[config.mk]
export PLATFORM = sky130hd
export DESIGN_NAME = snn_input_loader_flat
export DESIGN_NICKNAME = d
export VERILOG_FILES = /design/src/rtl/snn_input_loader_if.sv /design/src/rtl/snn_input_loader.sv /design/src/flat_wrapper.sv
export SDC_FILE = /design/constraint.sdc
export NUM_CORES = 1
export LEC_CHECK = 0
export ABC_AREA = 1
export ABC_CLOCK_PERIOD_IN_PS = 21200
export CAP_MARGIN = 40
export CORE_MARGIN = 4
export CORE_UTILIZATION = 50
export CTS_CLUSTER_DIAMETER = 200
export DETAILED_ROUTE_END_ITERATION = 10
export GPL_TIMING_DRIVEN = 1
export PLACE_DENSITY = 0.65
export SYNTH_ARGS = -nofsm -noshare
export SYNTH_HDL_FRONTEND = slang
export SYNTH_SLANG_ARGS = --single-unit
[constraint.sdc]
create_clock -name clk -period 21.2 [get_ports clk]
set_input_delay 4.24 -clock clk [delete_from_list [all_inputs] [get_ports clk]]
set_output_delay 4.24 -clock clk [all_outputs]
set_load 0.02 [all_outputs]
[src/rtl/snn_input_loader_if.sv]
// snn_input_loader_if: UART byte input, core read port and start/done handshake of the input loader.
interface snn_input_loader_if;
   logic       rx_rdy;
   logic [7:0] rx_data;
   logic [9:0] addr_input_unit;
   logic       done;
   logic       q_input;
   logic       start;
   logic       busy;
   logic       ovr;
   modport master(output rx_rdy, rx_data, addr_input_unit, done, input q_input, start, busy, ovr);
   modport slave(input rx_rdy, rx_data, addr_input_unit, done, output q_input, start, busy, ovr);
endinterface

[src/rtl/snn_input_loader.sv]
// snn_input_loader: unpacks received image bytes LSB-first into a 1-bit RAM and launches snn_core.
module snn_input_loader #(
   parameter int NUM_PIX   = 784,
   parameter int NUM_BYTES = 98
) (
   input logic clk,
   input logic rst_n,
   snn_input_loader_if.slave bus
);
   localparam logic [9:0] LAST = 10'(NUM_BYTES * 8 - 1);
   typedef enum logic [2:0] {IDLE, SHIFT, WAIT, START, RUN} state_t;
   state_t     state, state_d;
   logic [7:0] shft, pend;
   logic       pend_vld, ovr, q;
   logic [9:0] wr_addr;
   logic [2:0] bit_cnt;
   logic       we, ld_rx, ld_pend, cap, drop, last_bit, last_pix;
   logic       mem [NUM_PIX];
   assign last_bit = bit_cnt == 3'd7;
   assign last_pix = wr_addr == LAST;
   always_comb begin
      state_d = state;
      we      = 1'b0;
      ld_rx   = 1'b0;
      ld_pend = 1'b0;
      cap     = 1'b0;
      drop    = 1'b0;
      case (state)
         IDLE, WAIT: begin
            ld_rx   = bus.rx_rdy;
            state_d = bus.rx_rdy ? SHIFT : state;
         end
         SHIFT: begin
            we = 1'b1;
            // a byte held in pend when the image completes is discarded as an overrun
            if (last_bit && last_pix) begin
               state_d = START;
               drop    = pend_vld | bus.rx_rdy;
            end else if (last_bit) begin
               ld_pend = pend_vld;
               ld_rx   = !pend_vld && bus.rx_rdy;
               drop    = pend_vld && bus.rx_rdy;
               state_d = (pend_vld || bus.rx_rdy) ? SHIFT : WAIT;
            end else begin
               cap  = bus.rx_rdy && !pend_vld;
               drop = bus.rx_rdy && pend_vld;
            end
         end
         START: begin
            state_d = RUN;
            drop    = bus.rx_rdy;
         end
         RUN: begin
            drop    = bus.rx_rdy;
            state_d = bus.done ? IDLE : RUN;
         end
         default: state_d = IDLE;
      endcase
   end
   always_ff @(posedge clk or negedge rst_n)
      if (!rst_n) begin
         state    <= IDLE;
         shft     <= '0;
         pend     <= '0;
         pend_vld <= 1'b0;
         wr_addr  <= '0;
         bit_cnt  <= '0;
         ovr      <= 1'b0;
         q        <= 1'b0;
      end else begin
         state <= state_d;
         q     <= mem[bus.addr_input_unit];
         if (drop) ovr <= 1'b1;
         if (ld_rx) shft <= bus.rx_data;
         else if (ld_pend) shft <= pend;
         else if (we) shft <= {1'b0, shft[7:1]};
         if (cap) begin
            pend     <= bus.rx_data;
            pend_vld <= 1'b1;
         end else if (ld_pend || state_d == START) pend_vld <= 1'b0;
         if (we) begin
            wr_addr <= (last_bit && last_pix) ? '0 : wr_addr + 10'd1;
            bit_cnt <= bit_cnt + 3'd1;
         end
      end
   // RAM is never reset; partial images are simply overwritten by the next load
   always_ff @(posedge clk)
      if (we) mem[wr_addr] <= shft[0];
   assign bus.q_input = q;
   assign bus.start   = state == START;
   assign bus.busy    = state != IDLE;
   assign bus.ovr     = ovr;
endmodule

[src/flat_wrapper.sv]
// flat-port wrapper written by rule: the top's interface ports become plain ports
module snn_input_loader_flat 
#(
   parameter int NUM_PIX   = 784,
   parameter int NUM_BYTES = 98
)
  (clk, rst_n, bus_rx_rdy, bus_rx_data, bus_addr_input_unit, bus_done, bus_q_input, bus_start, bus_busy, bus_ovr);
  snn_input_loader_if bus_i ();
  input logic clk;
  input logic rst_n;
  input wire logic [$bits(bus_i.rx_rdy)-1:0] bus_rx_rdy;
  input wire logic [$bits(bus_i.rx_data)-1:0] bus_rx_data;
  input wire logic [$bits(bus_i.addr_input_unit)-1:0] bus_addr_input_unit;
  input wire logic [$bits(bus_i.done)-1:0] bus_done;
  output wire logic [$bits(bus_i.q_input)-1:0] bus_q_input;
  output wire logic [$bits(bus_i.start)-1:0] bus_start;
  output wire logic [$bits(bus_i.busy)-1:0] bus_busy;
  output wire logic [$bits(bus_i.ovr)-1:0] bus_ovr;
  assign bus_i.rx_rdy = bus_rx_rdy;
  assign bus_i.rx_data = bus_rx_data;
  assign bus_i.addr_input_unit = bus_addr_input_unit;
  assign bus_i.done = bus_done;
  assign bus_q_input = bus_i.q_input;
  assign bus_start = bus_i.start;
  assign bus_busy = bus_i.busy;
  assign bus_ovr = bus_i.ovr;
  snn_input_loader #(.NUM_PIX(NUM_PIX), .NUM_BYTES(NUM_BYTES)) u_core (.clk(clk), .rst_n(rst_n), .bus(bus_i));
endmodule
run_1/ff_map.png
Other sequential cells in the stronger gray, the rest of the logic in the fainter gray.
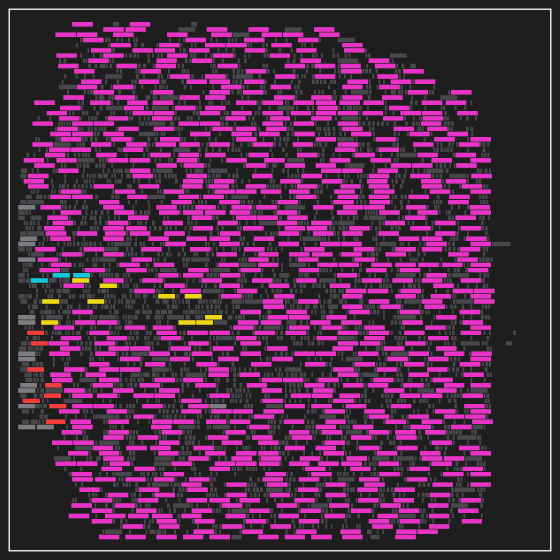
Yellow is u_core.wr_addr, flops 10, where west. Magenta is u_core.mem, flops 784, where spread over the die. Red is u_core.shft, flops 8. Cyan is u_core.bit_cnt, flops 3.
Another 14 sequential cells are not colored.
area taken by flip-flops and latches: 24,420 um2
core utilization of the finished layout: 55.35%
fraction of standard cell area that is sequential: 60.17%
power attributed to sequential cells: 2050 uW

run_1/clock_wires.png
The bar under the picture is 100 um long.
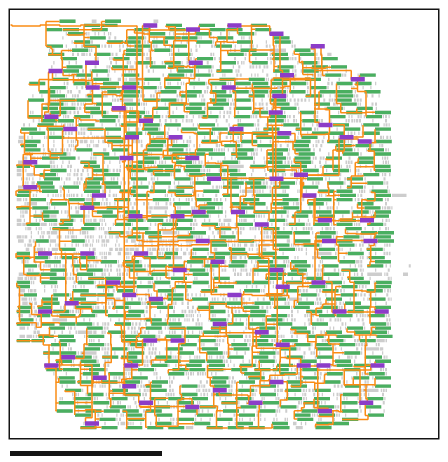
Orange is clock wires, length 9,680 um. Green is flip-flops, count 819. Purple is clock-net drivers, count 83.
There are 84 routed clock nets. Position of the flops: spread over the die.
share of power burned in the clock network: 34.0%
insertion delay to the later sink of the worst-skew pair: 0.63 ns
worst clock skew: 0.02307 ns
Power Clock: 1410 uW

==> run summary, run 1 <==
The implementation run finished. The highest supply drop recorded on VDD is approximately 120 uV. Count of final hold-check violations landed at 0. Proportion of register bits with asynchronous set or reset after synthesis landed at 4.274%. Looking at the gate-level netlist, the highest instance count belongs to sky130_fd_sc_hd__nand2_1.

Summed over all cells, the static leakage comes to 0.01358 uW. Walking the worst path, the cells encountered are clkbuf_8 -> inv_6 -> buf_4 -> buf_4 -> nand3_1 -> nand3_1 -> nand3_1 -> nand3_1 -> nand3_1 -> nand3_1 -> nand2_1 -> nand2_1 -> nand3_1 -> nand3_1 -> nand2_1. The tool flagged a number of max-cap violations equal to 0.

Multiplexer area fraction after synthesis landed at 0.2119%. Summing over every cut layer, the via total after detailed routing is ~27k. Growth of design area from synthesis to finish landed at 9.119%. Complex-gate fraction of the synthesized area landed at 0.8342%. Filler-free cell count of the finished design landed at about 4.7k. The slowest stage of the critical path is the sky130_fd_sc_hd__buf_4 cell. Yosys synthesis chip area landed at 37,200 um2. Power drawn by the combinational cells landed at 692 uW. Synthesized cell area landed at 37,200 um2. Power density over the cells landed at 102.5 nW/um2. Ratio of cells with drive above 1 in the final layout landed at 6.258%. Post-CTS setup repair buffer count landed at 0. Arrival time at the worst endpoint landed at 7.91 ns.

Count of cell instances traversed by the critical path landed at 15. met2 is the most crowded layer. Hold-critical path depth landed at 2. After synthesis, the mean cell area works out to 9.846 um2. Flop count landed at 819.

The registers reported with the highest flop counts are u_core.mem x784, u_core.wr_addr x10. The H-tree was split into 3 levels. For the pin with the worst max-slew slack, the measured transition is between 0.9 and 1 ns.

Hold analysis lists the worst path endpoint as u_core.bit_cnt[1]. In the finished layout, the clock tree contains a buffer count of 109. Count of unique library cells instantiated by Yosys landed at 36. The largest register by flop count is u_core.mem.

The run finished with clean final reports. Global-route usage over all layers landed at 25.40%. Worst-case reg-to-reg path depth landed at 4. Leaving out the clock tree, the finished layout contains a buffer count of about 110. Per the OpenROAD floorplan log, the height of the die is 280.8 um. In this run the power spent charging and discharging nets is 1181 uW.
run_1/class_map.png
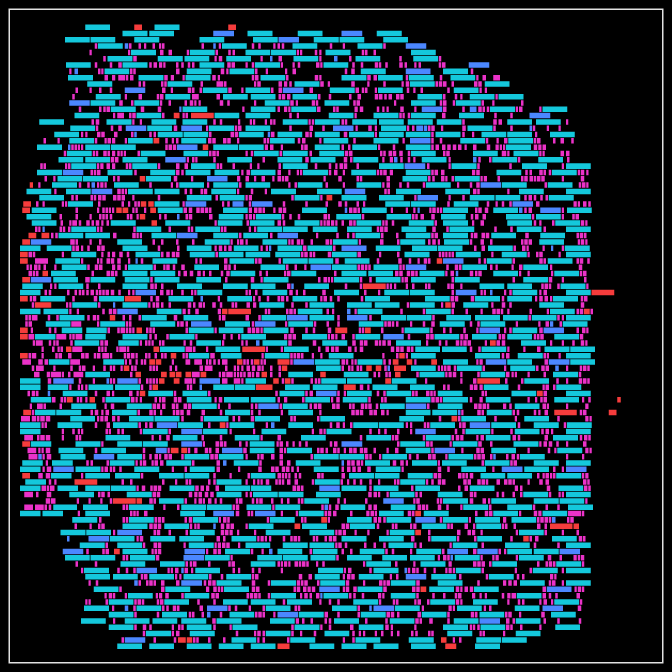
Blue is clock drivers and dummy loads, cells 149, share of their area 6.5%. Red is remaining buffers and delay cells, cells 110, share of their area 2.9%. Magenta is remaining logic cells, cells 2,645, share of their area 29%. Cyan is registers, cells 819, share of their area 62%.
Site Rows: 99
core box area: 73,330 um2
finished layout cell area: 40,590 um2

run_1/clock_nets.png
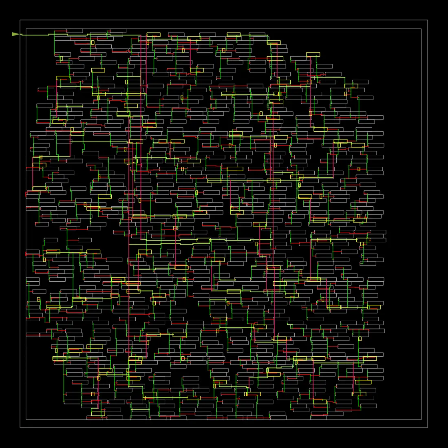

==> inputs of run 2 (changes only) <==
Settings changed: ABC_CLOCK_PERIOD_IN_PS 21200 to 6350, PLACE_DENSITY 0.65 to 0.68.
Clock period 21.2 ns to 6.35 ns, I/O delays scaled along.
run_2/clock_nets.png
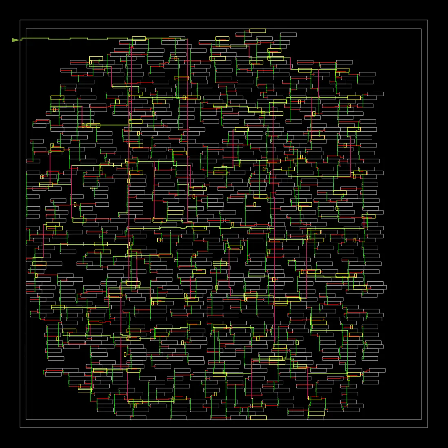
Clock Sink Count: 819
worst clock skew: 0.01916 ns
number of flip-flops and latches: 819
Power Clock: 4970 uW
clock buffer count: 106

==> run summary, run 2 <==
The implementation run finished. Total vias in the final route landed at 27.26k. Routed wire length landed at 99,680 um. Hold is met by approximately 0.48 ns. Along the worst hold path, the cell count comes to 2.

Register bit total from synthesis landed at 819. met2 track demand over resource after global routing is 41.45%. Site row count landed at a little under 100. Switching power of the nets landed at ~3900 uW. The area taken by sequential standard cells is reported as 24,420 um2. Per the summary, power density relative to cell area is about 340 nW/um2. The critical path goes through buf_8 -> clkinv_8 -> buf_16 -> buf_12 -> nand2_1 -> nand3_1 -> nand3_1 -> nand3_1 -> nand3_1 -> nand3_1 -> nand3_1 -> nand2_1 -> nand2_1 -> nand3_1 -> nand3_1 -> nand2_1. Per the timing report, the most critical flop-to-flop path finishes at u_core.wr_addr[3].

Yosys mapped a number of flops with a built-in enable equal to approximately 780. Sequential share of the synthesized area landed at 65.65%. The run finished with clean final reports. Tracing the worst setup path back leads to its startpoint at bus_addr_input_unit[0]. The number of different library cells used by synthesis comes to 36. Yosys reports a chip area of 37,200 um2. The type recorded for the worst min-delay path is reg -> reg. Per the detail_route log, met3 wirelength is 9277 um. Sequential logic power landed at 6940 uW. Final standard cell area without fillers landed at approximately 41,000 um2. Looking at the global route congestion table, the highest-usage layer is met2.

Tool warning count landed at 39. Synthesized cell area landed at 37,200 um2. For reference, the post-synthesis area per instance comes to 9.846 um2. Final standard cell utilization of the core landed at 55.70%.

Number of nets with antenna violations after routing landed at 0. The highest supply drop recorded on VDD is 454.7 uV. Count of final hold-check violations landed at 0. Across every metal layer, demand over resource in global routing totals 24.86%. STA shows the worst min-delay path finishing at u_core.bit_cnt[1]. Clock group share of total power landed at 35.3%. Per the layout report, the design carries 112 non-clock buffers. Summing all multi-input logic gate instances after layout gives 10,930 um2. The clock reaches the later pin of the worst-skew pair after around 0.63 ns. Design internal power landed at 10,160 uW.

STA classifies the critical path startpoint as an input port. Cells with a size suffix above 1 make up 6.279% of the layout. For the worst min-delay path, the startpoint reported by OpenROAD is u_core.bit_cnt[1]. Growth of design area from synthesis to finish landed at 9.805%. Multiplexer area fraction after synthesis landed at 0.2119%.

Slew at the pin with the worst max-slew slack landed at 1.275 ns. Vertical die dimension landed at 280.8 um. Count of cell instances traversed by the critical path landed at 16. The synthesis report gives the async set-or-reset register share as 4.274%. Setup slack at placement landed at 2.148 ns. After clock tree synthesis, the setup repair step added 0 buffers.

Max-cap violations in this run came to 0. Power drawn by the combinational cells landed at 2170 uW. The registers reported with the highest flop counts are u_core.mem x784, u_core.wr_addr x10. Number of DRC markers after the initial detailed-route iteration landed at 3,008. For this run the top cell type by instance count after synthesis was sky130_fd_sc_hd__nand2_1. Share of the final layout cell area in sequential cells landed at 59.79%. Counting flops per register, the top entry is u_core.mem. The worst setup path is captured at a flop.

Met1 routed wirelength after detailed routing landed at 38,640 um. The script extracted a total leakage power of 0.01369 uW. Worst-case reg-to-reg path depth landed at 10.

The slowest stage of the critical path is the sky130_fd_sc_hd__buf_12 cell. In the synthesized netlist, the dominant kind of combinational cell is simple AND/OR/NAND/NOR gates. Filler-free cell count of the finished design landed at approximately 4.7k. The clock tree synthesis step divided the H-tree into 3 levels. According to the timing report, the arrival time at the worst endpoint equals around 4.2 ns.

In this run the standard cell core region covers 73,330 um2.
run_2/ff_map.png
Other sequential cells in the stronger gray, the rest of the logic in the fainter gray.
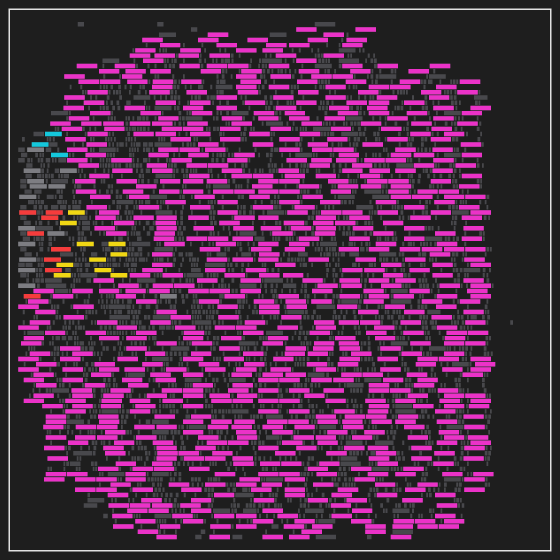
Magenta is u_core.mem, flops 784, where spread over the die. Cyan is u_core.bit_cnt, flops 3. Red is u_core.shft, flops 8, where west. Yellow is u_core.wr_addr, flops 10, where west.
Another 14 sequential cells are not colored.

Power is estimated from default activity; no workload was simulated.
